==> src/rtl/avalon_rt_ctrl_multi.sv <==
// Avalon-MM control/status slave for NCH raytracer cores: start pulses, busy/done tracking, status capture, maskable IRQ.
// Optional per-channel watchdog enabled by defining RT_WDOG_EN (TIMEOUT_CYC sets the limit).
module avalon_rt_ctrl_multi #(
  parameter int NCH         = 4,
  parameter int STAT_W      = 8,
  parameter int TIMEOUT_CYC = 2**24
) (
  input  logic                    clk,
  input  logic                    reset_n,
  input  logic [3:0]              avs_s0_address,
  input  logic                    avs_s0_write,
  input  logic                    avs_s0_read,
  input  logic [31:0]             avs_s0_writedata,
  output logic [31:0]             avs_s0_readdata,
  output logic                    rdirq,
  output logic [NCH-1:0]          start_rt,
  input  logic [NCH-1:0]          end_rt,
  input  logic [NCH*STAT_W-1:0]   end_rtstat
);

  localparam logic [3:0] ADDR_CTRL   = 4'h0;
  localparam logic [3:0] ADDR_STATUS = 4'h1;
  localparam logic [3:0] ADDR_PEND   = 4'h2;
  localparam logic [3:0] ADDR_EN     = 4'h3;

  typedef enum logic [1:0] {
    ST_IDLE = 2'd0,
    ST_BUSY = 2'd1,
    ST_DONE = 2'd2
  } ch_state_t;

  ch_state_t         state_r [NCH];
  logic [STAT_W-1:0] stat_r  [NCH];
  logic [NCH-1:0]    pend_r;
  logic [NCH-1:0]    en_r;
  logic [NCH-1:0]    reject_r;
  logic [NCH-1:0]    timeout_r;
  logic [NCH-1:0]    start_r;
  logic [31:0]       readdata_r;
  logic              irq_r;

`ifdef RT_WDOG_EN
  localparam int CNT_W = (TIMEOUT_CYC > 2) ? $clog2(TIMEOUT_CYC) : 1;
  localparam logic [CNT_W-1:0] CNT_LAST = CNT_W'(TIMEOUT_CYC - 1);
  logic [CNT_W-1:0]  cnt_r [NCH];
`endif

  logic              wr_ctrl_s;
  logic              wr_status_s;
  logic              wr_pend_s;
  logic              wr_en_s;
  logic [NCH-1:0]    ctrl_req_s;
  logic [NCH-1:0]    pend_clr_s;
  logic [NCH-1:0]    rej_clr_s;
  logic [NCH-1:0]    busy_s;
  logic [NCH-1:0]    done_s;
  logic [NCH-1:0]    end_hit_s;
  logic [NCH-1:0]    wdog_hit_s;
  logic [NCH-1:0]    pend_set_s;
  logic [NCH-1:0]    rej_set_s;
  logic [31:0]       rd_mux_s;
  logic              unused_s;

  assign wr_ctrl_s   = avs_s0_write && (avs_s0_address == ADDR_CTRL);
  assign wr_status_s = avs_s0_write && (avs_s0_address == ADDR_STATUS);
  assign wr_pend_s   = avs_s0_write && (avs_s0_address == ADDR_PEND);
  assign wr_en_s     = avs_s0_write && (avs_s0_address == ADDR_EN);
  assign ctrl_req_s  = wr_ctrl_s   ? avs_s0_writedata[NCH-1:0]    : {NCH{1'b0}};
  assign pend_clr_s  = wr_pend_s   ? avs_s0_writedata[NCH-1:0]    : {NCH{1'b0}};
  assign rej_clr_s   = wr_status_s ? avs_s0_writedata[24 +: NCH] : {NCH{1'b0}};
  assign unused_s    = ^avs_s0_writedata;

  // Per-channel event decode; pend/reject sets take priority over same-cycle clears
  always_comb begin
    busy_s     = {NCH{1'b0}};
    done_s     = {NCH{1'b0}};
    end_hit_s  = {NCH{1'b0}};
    wdog_hit_s = {NCH{1'b0}};
    rej_set_s  = {NCH{1'b0}};
    for (int i = 0; i < NCH; i++) begin
      busy_s[i]    = (state_r[i] == ST_BUSY);
      done_s[i]    = (state_r[i] == ST_DONE);
      end_hit_s[i] = busy_s[i] && end_rt[i];
      rej_set_s[i] = ctrl_req_s[i] && (state_r[i] != ST_IDLE);
`ifdef RT_WDOG_EN
      wdog_hit_s[i] = busy_s[i] && !end_rt[i] && (cnt_r[i] == CNT_LAST);
`else
      wdog_hit_s[i] = 1'b0;
`endif
    end
    pend_set_s = end_hit_s | wdog_hit_s;
  end

  // Channel FSMs with their pend, reject, timeout, status capture and start pulse state
  always_ff @(posedge clk or negedge reset_n) begin
    if (!reset_n) begin
      pend_r    <= {NCH{1'b0}};
      reject_r  <= {NCH{1'b0}};
      timeout_r <= {NCH{1'b0}};
      start_r   <= {NCH{1'b0}};
      for (int i = 0; i < NCH; i++) begin
        state_r[i] <= ST_IDLE;
        stat_r[i]  <= {STAT_W{1'b0}};
`ifdef RT_WDOG_EN
        cnt_r[i]   <= {CNT_W{1'b0}};
`endif
      end
    end else begin
      pend_r   <= (pend_r & ~pend_clr_s) | pend_set_s;
      reject_r <= (reject_r & ~rej_clr_s) | rej_set_s;
      for (int i = 0; i < NCH; i++) begin
        start_r[i] <= 1'b0;
        case (state_r[i])
          ST_IDLE: begin
            if (ctrl_req_s[i]) begin
              state_r[i] <= ST_BUSY;
              start_r[i] <= 1'b1;
`ifdef RT_WDOG_EN
              cnt_r[i]   <= {CNT_W{1'b0}};
`endif
            end else begin
              state_r[i] <= ST_IDLE;
            end
          end
          ST_BUSY: begin
            if (end_hit_s[i]) begin
              state_r[i] <= ST_DONE;
              stat_r[i]  <= end_rtstat[i*STAT_W +: STAT_W];
            end else if (wdog_hit_s[i]) begin
              state_r[i]   <= ST_DONE;
              stat_r[i]    <= {STAT_W{1'b1}};
              timeout_r[i] <= 1'b1;
            end else begin
              state_r[i] <= ST_BUSY;
`ifdef RT_WDOG_EN
              cnt_r[i]   <= cnt_r[i] + {{(CNT_W-1){1'b0}}, 1'b1};
`endif
            end
          end
          ST_DONE: begin
            if (pend_clr_s[i]) begin
              state_r[i]   <= ST_IDLE;
              timeout_r[i] <= 1'b0;
            end else begin
              state_r[i] <= ST_DONE;
            end
          end
          default: begin
            state_r[i] <= ST_IDLE;
          end
        endcase
      end
    end
  end

  // IRQ enable register
  always_ff @(posedge clk or negedge reset_n) begin
    if (!reset_n) begin
      en_r <= {NCH{1'b0}};
    end else if (wr_en_s) begin
      en_r <= avs_s0_writedata[NCH-1:0];
    end else begin
      en_r <= en_r;
    end
  end

  // Read-side register map decode
  always_comb begin
    rd_mux_s = 32'd0;
    case (avs_s0_address)
      ADDR_CTRL: rd_mux_s = 32'd0;
      ADDR_STATUS: begin
        rd_mux_s[0  +: NCH] = busy_s;
        rd_mux_s[8  +: NCH] = done_s;
        rd_mux_s[16 +: NCH] = timeout_r;
        rd_mux_s[24 +: NCH] = reject_r;
      end
      ADDR_PEND: rd_mux_s[NCH-1:0] = pend_r;
      ADDR_EN:   rd_mux_s[NCH-1:0] = en_r;
      default: begin
        for (int i = 0; i < NCH; i++) begin
          if (avs_s0_address == 4'(8 + i)) begin
            rd_mux_s[STAT_W-1:0] = stat_r[i];
          end else begin
            rd_mux_s = rd_mux_s;
          end
        end
      end
    endcase
  end

  // Registered read data (held between reads) and level IRQ
  always_ff @(posedge clk or negedge reset_n) begin
    if (!reset_n) begin
      readdata_r <= 32'd0;
      irq_r      <= 1'b0;
    end else begin
      irq_r <= |(pend_r & en_r);
      if (avs_s0_read) begin
        readdata_r <= rd_mux_s;
      end else begin
        readdata_r <= readdata_r;
      end
    end
  end

  assign avs_s0_readdata = readdata_r;
  assign rdirq           = irq_r;
  assign start_rt        = start_r;

endmodule

==> config.mk <==
export PLATFORM = sky130hd
export DESIGN_NAME = avalon_rt_ctrl_multi
export DESIGN_NICKNAME = d
export VERILOG_FILES = /design/src/rtl/avalon_rt_ctrl_multi.sv
export SDC_FILE = /design/constraint.sdc
export NUM_CORES = 1
export LEC_CHECK = 0
export CORE_MARGIN = 5
export CORE_UTILIZATION = 41
export DETAILED_ROUTE_END_ITERATION = 12
export GPL_TIMING_DRIVEN = 0
export PLACE_DENSITY_LB_ADDON = 0.2
export SLEW_MARGIN = 20
export SYNTH_ARGS = -nofsm -noshare
export SYNTH_HDL_FRONTEND = slang
export SYNTH_SLANG_ARGS = --single-unit
==> constraint.sdc <==
create_clock -name clk -period 1.3 [get_ports clk]
set_input_delay 0.26 -clock clk [delete_from_list [all_inputs] [get_ports clk]]
set_output_delay 0.26 -clock clk [all_outputs]
set_load 0.02 [all_outputs]
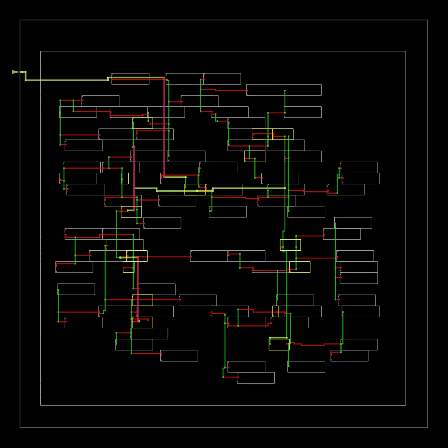
Figure 1: clock nets.
Clock Skews: 8.719 ps
P_clk: 0.00164 W
Late-Pin Clk Latency: 340 ps

==> impl_metrics.json <==
{
  "syn_area_sq_um": 3333,
  "lay_top_cells": "73 x dfrtp_1, 45 x clkdlybuf4s50_1, 38 x mux2_2",
  "antenna_found_initial": 0,
  "cts.clk_slew.worst_paths_ps": 80,
  "wl_met3_um": 462,
  "layout_top_cell": "dfrtp_1",
  "post_cts_buffers": 4,
  "gr-usage-met3": 0.04100,
  "drive_gt1_frac": 0.3324,
  "fmax_mhz": 771.7,
  "path_class": "reg -> reg",
  "dpl_cell_area_sq_um": 4263,
  "status": "completed",
  "comb_area_sq_um": 1434,
  "slew_viol_final": 0,
  "comb_cells": 164,
  "chipArea_sq_um": 10030,
  "comb_share": 0.3144,
  "warning_count": 51,
  "largest_register": "stat_r",
  "grt_use_met2": 0.2589,
  "grt.met1_usage": 0.2135,
  "min_path_type": "in -> async",
  "num-nonclk-inverters": 9,
  "ant_nets": 0,
  "powerDensity_nw_per_um2": 1172,
  "syn_to_final_growth_pct": 36.82,
  "crit_required_ps": 1530,
  "yosysWarnings": 0,
  "ys.flop_type": "dfrtp_1",
  "largest_reg_flops": 32,
  "wl_met1_um": 3402,
  "grt_max_degree": 52,
  "placed_cells": 443,
  "fin_cells": 466,
  "fin_tns_setup_ps": 0,
  "setup_viol": 0,
  "portBuffers": 72,
  "buffer_area_frac": 0.2099,
  "end_kind": "flip-flop",
  "cts.sinks": 73,
  "cts_root_buffer": "clkbuf_8",
  "synthCells": 253,
  "flop_area_sq_um": 1827,
  "die_w_um": 100.2,
  "rsz0062_at_grt": "true",
  "edf_count": 0,
  "nClkBuffers": 13,
  "clockBufferDepth": 2,
  "antenna_cells": 0,
  "ys.flops": 73,
  "rows": 32,
  "final-clk-cell-share": 0.03978,
  "buffers_excl_clock": 103,
  "fin_crit_ps": 1296,
  "final_net_count": 436,
  "dr.pass1.iters": 4,
  "max_cap_violations": 0,
  "final_util": 0.5841,
  "ir_drop_uv": 537.9,
  "syn_avg_cell_area_sq_um": 13.17,
  "grt_overflow_total": 0,
  "holdBufCountCts": 1,
  "grt-busiest-layer": "met2",
  "postLayoutCellArea_sq_um": 4561,
  "cp_max_fo": 3,
  "fin_ws_ps": 4.113,
  "critPathLaunchType": "flip-flop",
  "ys_cells": 253,
  "drc": 0,
  "ys_area_sq_um": 3333,
  "crit_arrival_ps": 1530,
  "finalCritPeriodShare": 0.9968,
  "hold_violations": 0,
  "highest_layer": "met4",
  "drtIter0Drc": 82,
  "cts_tree": "done",
  "dp_slack_ps": -677.2,
  "cts-resized-gates": 69,
  "htreeDepth": 3,
  "grt_pass1_wl_um": 12590,
  "whs_ps": 354.1,
  "nFillCells": 681,
  "tap_cells": 102,
  "fp-utilization": 0.4269
}
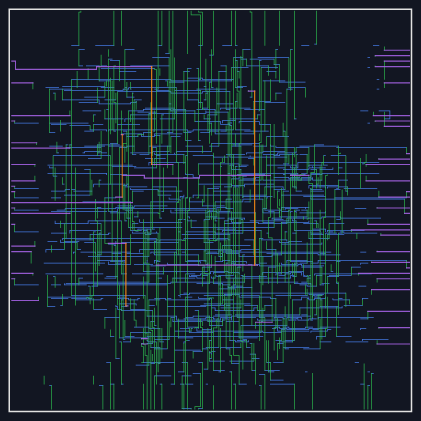
Figure 2: routed metal, one colour a layer.
Scale: 4 px per um.
| colour | layer | wire length |
|---|---|---|
| orange | M4 | 99.3 um |
| purple | M3 | 463 um |
| green | M2 | 3,850 um |
| blue | M1 | 3,400 um |
DR vias: 2,321
drt wl/cell: 16.76 um
final WL: 7810 um
Global Route Usage Sum: 0.1633

==> final timing paths <==
check / to / slack, ps / cells past startpoint
max in group asynchronous: stat_r[25] / 400 / 3
hold reg to reg: avs_s0_readdata[8] / 490 / 1
min in group clk: avs_s0_readdata[8] / 490 / 1
setup / recovery: avs_s0_readdata[3] / 4 / 3
hold / removal: reject_r[3] / 350 / 2
setup reg to reg: avs_s0_readdata[3] / 4 / 3
==> where the power goes <==
part / switching (W) / total [W] / internal (W) / leakage, nW
sequential: 0.000214 / 0.00275 / 0.00254 / 0.982
clock: 0.000799 / 0.00164 / 0.000838 / 0.0915
combinational: 0.000426 / 0.000954 / 0.000529 / 1.07
==> worst max-delay path, cell delays in order, from the launching register on <==
cell and delay, ps:
dfrtp_1 410, mux2_2 270, a221o_1 300, a31o_1 220
==> logic make-up after synthesis <==
group	share of synthesized area
mux	0.1914
other cells	0.001125
flops	0.5480
simple gates	0.1029
compound gates	0.09385
buf+inv	0.06268
==> cell usage after synthesis, types with 4 or more instances <==
library cell | count | area, sq um
nand4b_1 | 4 | 35.03
nor2b_1 | 7 | 43.79
nor2_1 | 5 | 18.77
o2bb2ai_1 | 15 | 131.4
nor3_1 | 4 | 20.02
inv_1 | 9 | 33.78
a22o_1 | 4 | 35.03
nand2b_1 | 10 | 62.56
o21ai_0 | 8 | 40.04
a21oi_1 | 4 | 20.02
mux2_1 | 7 | 78.83
dfrtp_1 | 73 | 1827
mux4_2 | 4 | 90.09
buf_4 | 18 | 135.1
nor3b_1 | 4 | 30.03
nand2_1 | 6 | 22.52
mux2_2 | 38 | 427.9
nand3_1 | 9 | 45.04
No activity file was given, so power comes from the tool's default toggle rates.
